## src/rtl/mem_axi_arb_if.sv

```systemverilog
`default_nettype none
// ============================================================================
// Module      : mem_axi_arb_if
// Description : Bus bundle for mem_axi_arb: per-port AXI-style request/data
//               channels plus the single downstream memory port.
// Revision    : 1.0 - initial release
// ============================================================================
interface mem_axi_arb_if #(
    parameter int NUM_PORTS = 2,
    parameter int LEN_BITS  = 8,
    parameter int ADDR_BITS = 32,
    parameter int DATA_BITS = 64
);
    localparam int STRB_BITS = DATA_BITS / 8;

    logic [NUM_PORTS-1:0]           s_awvalid;
    logic [NUM_PORTS-1:0]           s_arvalid;
    logic [NUM_PORTS-1:0]           s_awready;
    logic [NUM_PORTS-1:0]           s_arready;
    logic [NUM_PORTS*ADDR_BITS-1:0] s_awaddr;
    logic [NUM_PORTS*ADDR_BITS-1:0] s_araddr;
    logic [NUM_PORTS*LEN_BITS-1:0]  s_awlen;
    logic [NUM_PORTS*LEN_BITS-1:0]  s_arlen;
    logic [NUM_PORTS-1:0]           s_wvalid;
    logic [NUM_PORTS-1:0]           s_wlast;
    logic [NUM_PORTS-1:0]           s_wready;
    logic [NUM_PORTS*DATA_BITS-1:0] s_wdata;
    logic [NUM_PORTS*STRB_BITS-1:0] s_wstrb;
    logic [NUM_PORTS-1:0]           s_rvalid;
    logic [NUM_PORTS-1:0]           s_rlast;
    logic [DATA_BITS-1:0]           s_rdata;
    logic [NUM_PORTS-1:0]           s_rready;
    logic [NUM_PORTS-1:0]           s_bready;
    logic [NUM_PORTS-1:0]           s_bvalid;
    logic [1:0]                     s_bresp;

    logic                           mem_req_valid;
    logic                           mem_req_opcode;
    logic [LEN_BITS-1:0]            mem_req_len;
    logic [ADDR_BITS-1:0]           mem_req_addr;
    logic                           mem_wr_valid;
    logic [DATA_BITS-1:0]           mem_wr_bits;
    logic [STRB_BITS-1:0]           mem_wr_strb;
    logic                           mem_rd_valid;
    logic [DATA_BITS-1:0]           mem_rd_bits;
    logic                           mem_rd_ready;

    logic                           timeout_err;

    // Arbiter's view: AXI masters drive the s_* requests, memory drives rd beats.
    modport slave (
        input  s_awvalid, s_arvalid, s_awaddr, s_araddr, s_awlen, s_arlen,
        input  s_wvalid, s_wlast, s_wdata, s_wstrb, s_rready, s_bready,
        output s_awready, s_arready, s_wready, s_rvalid, s_rlast, s_rdata,
        output s_bvalid, s_bresp,
        output mem_req_valid, mem_req_opcode, mem_req_len, mem_req_addr,
        output mem_wr_valid, mem_wr_bits, mem_wr_strb, mem_rd_ready,
        input  mem_rd_valid, mem_rd_bits,
        output timeout_err
    );

    modport master (
        output s_awvalid, s_arvalid, s_awaddr, s_araddr, s_awlen, s_arlen,
        output s_wvalid, s_wlast, s_wdata, s_wstrb, s_rready, s_bready,
        input  s_awready, s_arready, s_wready, s_rvalid, s_rlast, s_rdata,
        input  s_bvalid, s_bresp,
        input  mem_req_valid, mem_req_opcode, mem_req_len, mem_req_addr,
        input  mem_wr_valid, mem_wr_bits, mem_wr_strb, mem_rd_ready,
        output mem_rd_valid, mem_rd_bits,
        input  timeout_err
    );
endinterface
`default_nettype wire

```

## src/rtl/mem_axi_arb.sv

```systemverilog
`default_nettype none
// ============================================================================
// Module      : mem_axi_arb
// Description : Round-robin arbiter of NUM_PORTS AXI-style masters onto one
//               burst memory port, with write-data idle timeout.
// Revision    : 1.0 - initial release
// ============================================================================
module mem_axi_arb #(
    parameter int NUM_PORTS = 2,
    parameter int LEN_BITS  = 8,
    parameter int ADDR_BITS = 32,
    parameter int DATA_BITS = 64,
    parameter int TIMEOUT   = 1024
) (
    input  logic         clock,
    input  logic         reset,
    mem_axi_arb_if.slave bus
);
    localparam int                 STRB_BITS   = DATA_BITS / 8;
    localparam int                 c_idx_w     = (NUM_PORTS > 1) ? $clog2(NUM_PORTS) : 1;
    localparam logic [31:0]        c_timeout   = 32'(TIMEOUT);
    localparam logic [c_idx_w-1:0] c_last_port = c_idx_w'(NUM_PORTS - 1);

    typedef enum logic [1:0] {
        ST_IDLE       = 2'd0,
        ST_READ_DATA  = 2'd1,
        ST_WRITE_DATA = 2'd2,
        ST_WRITE_ACK  = 2'd3
    } state_t;

    state_t               r_state_q,   w_state_d;
    logic [c_idx_w-1:0]   r_gnt_q,     w_gnt_d;
    logic [c_idx_w-1:0]   r_rr_q,      w_rr_d;
    logic [LEN_BITS-1:0]  r_cnt_q,     w_cnt_d;
    logic [31:0]          r_idle_q,    w_idle_d;
    logic [1:0]           r_bresp_q,   w_bresp_d;
    logic                 r_timeout_q, w_timeout_d;

    logic [NUM_PORTS-1:0] w_req;
    logic [c_idx_w-1:0]   w_sel;
    logic [c_idx_w-1:0]   w_idx;
    logic                 w_found;
    int                   w_sum;

    // Rotating search: first requester at or after the round-robin pointer.
    always_comb begin
        w_req   = bus.s_arvalid | bus.s_awvalid;
        w_sel   = '0;
        w_idx   = '0;
        w_found = 1'b0;
        w_sum   = 0;
        for (int k = 0; k < NUM_PORTS; k++) begin
            w_sum = int'(r_rr_q) + k;
            if (w_sum >= NUM_PORTS) begin
                w_sum = w_sum - NUM_PORTS;
            end
            w_idx = c_idx_w'(w_sum);
            if (!w_found && w_req[w_idx]) begin
                w_found = 1'b1;
                w_sel   = w_idx;
            end
        end
    end

    always_comb begin
        w_state_d   = r_state_q;
        w_gnt_d     = r_gnt_q;
        w_rr_d      = r_rr_q;
        w_cnt_d     = r_cnt_q;
        w_idle_d    = r_idle_q;
        w_bresp_d   = r_bresp_q;
        w_timeout_d = 1'b0;

        bus.s_arready      = '0;
        bus.s_awready      = '0;
        bus.s_wready       = '0;
        bus.s_rvalid       = '0;
        bus.s_rlast        = '0;
        bus.s_bvalid       = '0;
        bus.s_rdata        = bus.mem_rd_bits;
        bus.s_bresp        = r_bresp_q;
        bus.mem_req_valid  = 1'b0;
        bus.mem_req_opcode = 1'b0;
        bus.mem_req_len    = '0;
        bus.mem_req_addr   = '0;
        bus.mem_wr_valid   = 1'b0;
        bus.mem_wr_bits    = '0;
        bus.mem_wr_strb    = '0;
        bus.mem_rd_ready   = 1'b0;

        case (r_state_q)
            ST_IDLE: begin
                w_idle_d = '0;
                if (w_found) begin
                    w_gnt_d           = w_sel;
                    w_rr_d            = (w_sel == c_last_port) ? '0 : w_sel + 1'b1;
                    bus.mem_req_valid = 1'b1;
                    if (bus.s_arvalid[w_sel]) begin
                        bus.s_arready[w_sel] = 1'b1;
                        bus.mem_req_opcode   = 1'b0;
                        bus.mem_req_addr     = bus.s_araddr[w_sel*ADDR_BITS +: ADDR_BITS];
                        bus.mem_req_len      = bus.s_arlen[w_sel*LEN_BITS +: LEN_BITS];
                        w_cnt_d              = bus.s_arlen[w_sel*LEN_BITS +: LEN_BITS];
                        w_state_d            = ST_READ_DATA;
                    end else begin
                        bus.s_awready[w_sel] = 1'b1;
                        bus.mem_req_opcode   = 1'b1;
                        bus.mem_req_addr     = bus.s_awaddr[w_sel*ADDR_BITS +: ADDR_BITS];
                        bus.mem_req_len      = bus.s_awlen[w_sel*LEN_BITS +: LEN_BITS];
                        w_cnt_d              = bus.s_awlen[w_sel*LEN_BITS +: LEN_BITS];
                        w_state_d            = ST_WRITE_DATA;
                    end
                end
            end

            ST_READ_DATA: begin
                bus.s_rvalid[r_gnt_q] = bus.mem_rd_valid;
                bus.s_rlast[r_gnt_q]  = (r_cnt_q == '0);
                bus.mem_rd_ready      = bus.s_rready[r_gnt_q];
                if (bus.mem_rd_valid && bus.s_rready[r_gnt_q]) begin
                    if (r_cnt_q == '0) begin
                        w_state_d = ST_IDLE;
                    end else begin
                        w_cnt_d = r_cnt_q - 1'b1;
                    end
                end
            end

            ST_WRITE_DATA: begin
                bus.s_wready[r_gnt_q] = 1'b1;
                bus.mem_wr_valid      = bus.s_wvalid[r_gnt_q];
                bus.mem_wr_bits       = bus.s_wdata[r_gnt_q*DATA_BITS +: DATA_BITS];
                bus.mem_wr_strb       = bus.s_wstrb[r_gnt_q*STRB_BITS +: STRB_BITS];
                if (bus.s_wvalid[r_gnt_q]) begin
                    w_idle_d = '0;
                    // Burst ends on whichever comes first; a mismatch is flagged SLVERR.
                    if (bus.s_wlast[r_gnt_q] || (r_cnt_q == '0)) begin
                        w_bresp_d = (bus.s_wlast[r_gnt_q] && (r_cnt_q == '0)) ? 2'b00 : 2'b10;
                        w_state_d = ST_WRITE_ACK;
                    end else begin
                        w_cnt_d = r_cnt_q - 1'b1;
                    end
                end else if ((r_idle_q + 32'd1) >= c_timeout) begin
                    w_idle_d    = '0;
                    w_timeout_d = 1'b1;
                    w_state_d   = ST_IDLE;
                end else begin
                    w_idle_d = r_idle_q + 32'd1;
                end
            end

            ST_WRITE_ACK: begin
                bus.s_bvalid[r_gnt_q] = 1'b1;
                if (bus.s_bready[r_gnt_q]) begin
                    w_state_d = ST_IDLE;
                end
            end

            default: begin
                w_state_d = ST_IDLE;
            end
        endcase
    end

    always_ff @(posedge clock) begin
        if (reset) begin
            r_state_q   <= ST_IDLE;
            r_gnt_q     <= '0;
            r_rr_q      <= '0;
            r_cnt_q     <= '0;
            r_idle_q    <= '0;
            r_bresp_q   <= 2'b00;
            r_timeout_q <= 1'b0;
        end else begin
            r_state_q   <= w_state_d;
            r_gnt_q     <= w_gnt_d;
            r_rr_q      <= w_rr_d;
            r_cnt_q     <= w_cnt_d;
            r_idle_q    <= w_idle_d;
            r_bresp_q   <= w_bresp_d;
            r_timeout_q <= w_timeout_d;
        end
    end

    assign bus.timeout_err = r_timeout_q;

endmodule
`default_nettype wire

```

## src/flat_wrapper.sv

```systemverilog
// flat-port wrapper written by rule: the top's interface ports become plain ports
module mem_axi_arb_flat 
#(
    parameter int NUM_PORTS = 2,
    parameter int LEN_BITS  = 8,
    parameter int ADDR_BITS = 32,
    parameter int DATA_BITS = 64,
    parameter int TIMEOUT   = 1024
)
  (clock, reset, bus_s_awvalid, bus_s_arvalid, bus_s_awaddr, bus_s_araddr, bus_s_awlen, bus_s_arlen, bus_s_wvalid, bus_s_wlast, bus_s_wdata, bus_s_wstrb, bus_s_rready, bus_s_bready, bus_s_awready, bus_s_arready, bus_s_wready, bus_s_rvalid, bus_s_rlast, bus_s_rdata, bus_s_bvalid, bus_s_bresp, bus_mem_req_valid, bus_mem_req_opcode, bus_mem_req_len, bus_mem_req_addr, bus_mem_wr_valid, bus_mem_wr_bits, bus_mem_wr_strb, bus_mem_rd_ready, bus_mem_rd_valid, bus_mem_rd_bits, bus_timeout_err);
  mem_axi_arb_if #(.NUM_PORTS(NUM_PORTS), .LEN_BITS(LEN_BITS), .ADDR_BITS(ADDR_BITS), .DATA_BITS(DATA_BITS)) bus_i ();
  input  logic clock;
  input  logic reset;
  input wire logic [$bits(bus_i.s_awvalid)-1:0] bus_s_awvalid;
  input wire logic [$bits(bus_i.s_arvalid)-1:0] bus_s_arvalid;
  input wire logic [$bits(bus_i.s_awaddr)-1:0] bus_s_awaddr;
  input wire logic [$bits(bus_i.s_araddr)-1:0] bus_s_araddr;
  input wire logic [$bits(bus_i.s_awlen)-1:0] bus_s_awlen;
  input wire logic [$bits(bus_i.s_arlen)-1:0] bus_s_arlen;
  input wire logic [$bits(bus_i.s_wvalid)-1:0] bus_s_wvalid;
  input wire logic [$bits(bus_i.s_wlast)-1:0] bus_s_wlast;
  input wire logic [$bits(bus_i.s_wdata)-1:0] bus_s_wdata;
  input wire logic [$bits(bus_i.s_wstrb)-1:0] bus_s_wstrb;
  input wire logic [$bits(bus_i.s_rready)-1:0] bus_s_rready;
  input wire logic [$bits(bus_i.s_bready)-1:0] bus_s_bready;
  output wire logic [$bits(bus_i.s_awready)-1:0] bus_s_awready;
  output wire logic [$bits(bus_i.s_arready)-1:0] bus_s_arready;
  output wire logic [$bits(bus_i.s_wready)-1:0] bus_s_wready;
  output wire logic [$bits(bus_i.s_rvalid)-1:0] bus_s_rvalid;
  output wire logic [$bits(bus_i.s_rlast)-1:0] bus_s_rlast;
  output wire logic [$bits(bus_i.s_rdata)-1:0] bus_s_rdata;
  output wire logic [$bits(bus_i.s_bvalid)-1:0] bus_s_bvalid;
  output wire logic [$bits(bus_i.s_bresp)-1:0] bus_s_bresp;
  output wire logic [$bits(bus_i.mem_req_valid)-1:0] bus_mem_req_valid;
  output wire logic [$bits(bus_i.mem_req_opcode)-1:0] bus_mem_req_opcode;
  output wire logic [$bits(bus_i.mem_req_len)-1:0] bus_mem_req_len;
  output wire logic [$bits(bus_i.mem_req_addr)-1:0] bus_mem_req_addr;
  output wire logic [$bits(bus_i.mem_wr_valid)-1:0] bus_mem_wr_valid;
  output wire logic [$bits(bus_i.mem_wr_bits)-1:0] bus_mem_wr_bits;
  output wire logic [$bits(bus_i.mem_wr_strb)-1:0] bus_mem_wr_strb;
  output wire logic [$bits(bus_i.mem_rd_ready)-1:0] bus_mem_rd_ready;
  input wire logic [$bits(bus_i.mem_rd_valid)-1:0] bus_mem_rd_valid;
  input wire logic [$bits(bus_i.mem_rd_bits)-1:0] bus_mem_rd_bits;
  output wire logic [$bits(bus_i.timeout_err)-1:0] bus_timeout_err;
  assign bus_i.s_awvalid = bus_s_awvalid;
  assign bus_i.s_arvalid = bus_s_arvalid;
  assign bus_i.s_awaddr = bus_s_awaddr;
  assign bus_i.s_araddr = bus_s_araddr;
  assign bus_i.s_awlen = bus_s_awlen;
  assign bus_i.s_arlen = bus_s_arlen;
  assign bus_i.s_wvalid = bus_s_wvalid;
  assign bus_i.s_wlast = bus_s_wlast;
  assign bus_i.s_wdata = bus_s_wdata;
  assign bus_i.s_wstrb = bus_s_wstrb;
  assign bus_i.s_rready = bus_s_rready;
  assign bus_i.s_bready = bus_s_bready;
  assign bus_s_awready = bus_i.s_awready;
  assign bus_s_arready = bus_i.s_arready;
  assign bus_s_wready = bus_i.s_wready;
  assign bus_s_rvalid = bus_i.s_rvalid;
  assign bus_s_rlast = bus_i.s_rlast;
  assign bus_s_rdata = bus_i.s_rdata;
  assign bus_s_bvalid = bus_i.s_bvalid;
  assign bus_s_bresp = bus_i.s_bresp;
  assign bus_mem_req_valid = bus_i.mem_req_valid;
  assign bus_mem_req_opcode = bus_i.mem_req_opcode;
  assign bus_mem_req_len = bus_i.mem_req_len;
  assign bus_mem_req_addr = bus_i.mem_req_addr;
  assign bus_mem_wr_valid = bus_i.mem_wr_valid;
  assign bus_mem_wr_bits = bus_i.mem_wr_bits;
  assign bus_mem_wr_strb = bus_i.mem_wr_strb;
  assign bus_mem_rd_ready = bus_i.mem_rd_ready;
  assign bus_i.mem_rd_valid = bus_mem_rd_valid;
  assign bus_i.mem_rd_bits = bus_mem_rd_bits;
  assign bus_timeout_err = bus_i.timeout_err;
  mem_axi_arb #(.NUM_PORTS(NUM_PORTS), .LEN_BITS(LEN_BITS), .ADDR_BITS(ADDR_BITS), .DATA_BITS(DATA_BITS), .TIMEOUT(TIMEOUT)) u_core (.clock(clock), .reset(reset), .bus(bus_i));
endmodule
```

## config.mk

```make
export PLATFORM = sky130hd
export DESIGN_NAME = mem_axi_arb_flat
export DESIGN_NICKNAME = d
export VERILOG_FILES = /design/src/rtl/mem_axi_arb_if.sv /design/src/rtl/mem_axi_arb.sv /design/src/flat_wrapper.sv
export SDC_FILE = /design/constraint.sdc
export NUM_CORES = 1
export LEC_CHECK = 0
export CAP_MARGIN = 15
export CORE_AREA = 2 2 222 224
export DETAILED_ROUTE_END_ITERATION = 8
export DIE_AREA = 0 0 224 226
export DONT_BUFFER_PORTS = 1
export GPL_TIMING_DRIVEN = 0
export PLACE_DENSITY = 0.3
export SETUP_SLACK_MARGIN = 0.4
export SLEW_MARGIN = 20
export SYNTH_ARGS = -nofsm -noshare
export SYNTH_HDL_FRONTEND = slang
export SYNTH_SLANG_ARGS = --single-unit
```

## constraint.sdc

```tcl
create_clock -name clock -period 2.85 [get_ports clock]
set_input_delay 0.285 -clock clock [delete_from_list [all_inputs] [get_ports clock]]
set_output_delay 0.285 -clock clock [all_outputs]
set_load 0.02 [all_outputs]
```

Figure 1. Routing congestion.
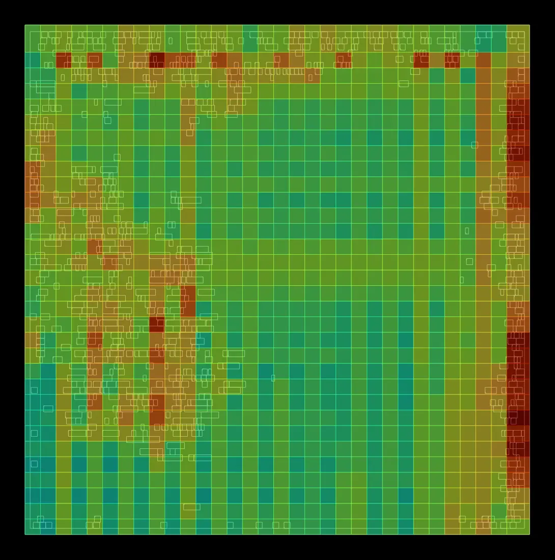
GRT Max-Usage Layer: met2
Avg WL per Cell: 27.3 um
GRT Util Overall: 14.2%

==> impl_metrics.yaml <==
# implementation run metrics
outcome:
  status: "finished, final reports clean"
clock_tree:
  cts_max_level: 2
  cts_buffers: 5
  hold_buffers: 0
  cts_buffer_depth: 2
  clk_transition_reported_paths_ns: 0.07
  cts_tree: "yes"
  cts-root-buf: "clkbuf_16"
  clock_sinks: 46
die:
  die_h_um: 226
  rows: 81
  dieArea_mm2: 0.0506
  die_w_um: 224
  fp-utilization_pct: 11.4
  core-area_mm2: 0.0483
  io_pins: 578
placement:
  placed_cell_area_mm2: 0.00632
  dp_hpwl_mm: 34.8
  port_buffers: 0
  place_congestion: 0.760
  place_ws_ns: -0.716
  dp_cells: 1411
synth:
  synthTopLogicFamily: "simple AND/OR/NAND/NOR gates"
  synth-edff-count: 0
  ys_area_mm2: 0.00553
  aoi_share_pct: 19.5
  ys_seq_share_pct: 16.7
  synth_nets: 1179
  yosysTopAreaCell: "dfxtp_1"
  top_cells_by_count: "nor2_1 (135), nand2_1 (93), mux2i_1 (86), buf_4 (65), a21oi_1 (50)"
  ys_sh_xor_pct: 2.85
  syn_area_mm2: 0.00553
  simple_gate_share_pct: 30.1
  ys.flops: 46
  ff_type: "dfxtp_1"
  synth_cell_types: 60
  synth_top_area_share_pct: 16.7
  yosys.area_share.adder_pct: 1.58
  topCellsByArea: "dfxtp_1 (17%), mux2i_1 (16%), nor2_1 (9.2%)"
  yosys.cell_count.top_type: "nor2_1"
  ys_sh_mux_pct: 15.8
  yosys_cells: 789
  avgSynthCellArea_um2: 7.00
  async_reset_ff_share_pct: 0
  ys_warn_count: 0
  synthCells: 789
power_and_ir_drop:
  power_switching_share_pct: 58.5
  power_mw: 6.03
  cellPowerDensity_mw_per_mm2: 789
  p_leak_nw: 2.64
  internal_power_mw: 2.50
  ir_drop_v: 0.000362
  combPwrFrac_pct: 74.9
  power_frac_clock_pct: 11.7
  power.share.sequential_pct: 13.4
  p_switching_mw: 3.52
setup_path:
  crit_arrival_ns: 2.13
  crit_fanout: 8
  r2r_setup_slack_ns: 0.44
  crit_required_ns: 2.57
  crit_type: "reg2out"
  endpoint_kind: "primary output"
  r2r_start: "u_core.r_idle_q[0]$_SDFFE_PP0P_"
  ff2ff_path_depth: 9
  start_kind: "flop"
  reg2reg_to: "u_core.r_state_q[1]$_SDFFE_PP0P_"
sta:
  fmax_ghz: 0.414
  grt_setup_unrepaired: "true"
  slew_violations: 0
  worstMarginPinSlew_ns: 0.742
  fin_setup_tns_ns: 0
  hold_viol: 0
  whs_ns: 0.318
  finalClockPeriodUsage_pct: 84.7
  relSlewSlack_pct: 50.5
  fin_crit_ns: 2.41
  fin_ws_ns: 0.436
  setup_viol: 0
hold_path:
  holdPathEnd: "u_core.bus.s_bresp[1]$_SDFFE_PP0P_"
  hold_path.class: "in2reg"
  holdPathStages: 2
  hp-start: "bus_s_wlast[0]"
route:
  drtIter0Drc: 257
  antenna_left: 0
  via_per_inst: 4.34
  vias: 6287
  dr.pass1.iters: 4
  routed_wl_mm: 39.7
  drcViolationCount: 0
flow_run:
  max-cap-violations: 0
  warnings: 32
final_layout:
  layout-drive-gt1-share_pct: 37.0
  stdcell_count: 1450
  area_growth_pct: 38.3
  post-route-cell-area_mm2: 0.00764
  finalNetCount: 1210
  fin_util_pct: 15.8
global_routing:
  grt_pass1_wl_mm: 48.6
  antenna_found_initial: 33
  grt_max_degree: 15
  grt_pass1_vias: 5664
  grt_overflow: 0
Figure 2. Routed clock nets over the placement.
Drawn at 1.5 px/um.
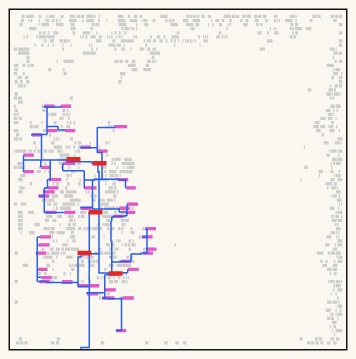
- clock wires: blue (length 868 um)
- flip-flops: magenta (count 46)
- cells driving clock nets: red (count 5)
- routed clock nets: 6
Final Skew: 0.0109 ns
worst skew pair latency: 0.30 ns

## sequential cells by signal, indices dropped and copies added, names as in the netlist
signal	count
u_core.bus.s_bresp	1
u_core.bus.timeout_err	1
u_core.r_cnt_q	8
u_core.r_gnt_q	1
u_core.r_idle_q	32
u_core.r_rr_q	1
u_core.r_state_q	2
## area by class of cell
cell class | count | area, um2
plain buffers | 118 | 862
clock buffers | 6 | 129
clock inverters | 2 | 37.5
diodes | 7 | 17.5
well taps | 622 | 778
fillers | 5537 | 40700
multi-input cells | 613 | 4600
flip-flops and latches | 46 | 956
repair buffers | 23 | 214
inverters | 13 | 48.8
## how the worst max path moves through the flow
stage | endpoint | startpoint | slack, ns | cells past startpoint
finish | bus_mem_req_addr[16] | u_core.r_rr_q$_SDFFE_PP0P_ | 0.44 | 10
global route | bus_mem_req_addr[20] | u_core.r_rr_q$_SDFFE_PP0P_ | 0.34 | 10
CTS | bus_mem_req_addr[20] | u_core.r_rr_q$_SDFFE_PP0P_ | 0.37 | 10
detailed placement | u_core.r_cnt_q[5]$_SDFFE_PP0P_ | u_core.r_gnt_q$_SDFFE_PP0P_ | -0.72 | 8
global placement | bus_mem_wr_strb[2] | u_core.r_gnt_q$_SDFFE_PP0P_ | -0.70 | 5
floorplan | bus_mem_req_addr[13] | bus_s_awvalid[0] | 0.44 | 11
## power groups by stage
stage | clock network (mW) | logic, mW | registers [mW]
after floorplan | 0 | 2.78 | 0.786
after global placement | 0 | 3.81 | 0.806
after detailed placement | 0 | 3.79 | 0.810
after CTS | 0.716 | 4.34 | 0.806
after global routing | 0.745 | 4.84 | 0.818
final | 0.704 | 4.51 | 0.809
## layout by cell type (no fill, tap or decap), types with 8 or more instances in the layout
cell,n
dfxtp_1,28
nand3_1,13
nor2_1,78
buf_4,88
inv_1,11
o21ai_0,10
and2_1,27
nor2_4,18
clkbuf_1,11
clkbuf_2,11
nand2_1,91
mux2i_1,80
dfxtp_2,13
a211oi_2,8
buf_2,9
nor2_2,39
a21oi_2,8
a22oi_1,8
a221oi_2,21
a21oi_1,41
nor3_1,13
a221oi_1,11
xnor2_1,10
## timing repair
action	4_1_cts	5_1_grt
setup endpoints to repair	155	115
gates cloned	1	2
resized	185	96
pin swaps	16	24
buffers inserted	12	9
## routing by layer
layer	track usage, %	vias to the layer above	wire, um
li1	-	2809	-
met1	19.1	3011	17200
met2	20.9	395	17100
met3	5.48	56	4360
met4	4.15	16	851
met5	0	-	102
## cell families after synthesis
logic type                 Yosys count
AOI/OAI and AO/OA                  153
xor gates and xnor gates            18
adders and majority gates            7
buffers and inverters              131
DFF                                 46
muxes                               87
other                                1
and+or+nand+nor                    346
## worst max-delay path: stages, from the launching register on
cell,delay [ns]
dfxtp_4,0.37
o21a_1,0.19
buf_8,0.14
a21o_1,0.16
buf_6,0.15
buf_12,0.15
clkbuf_16,0.15
nand2_1,0.08
a21oi_2,0.06
a221oi_2,0.28
nor2_4,0.10
No activity file was given, so power comes from the tool's default toggle rates.
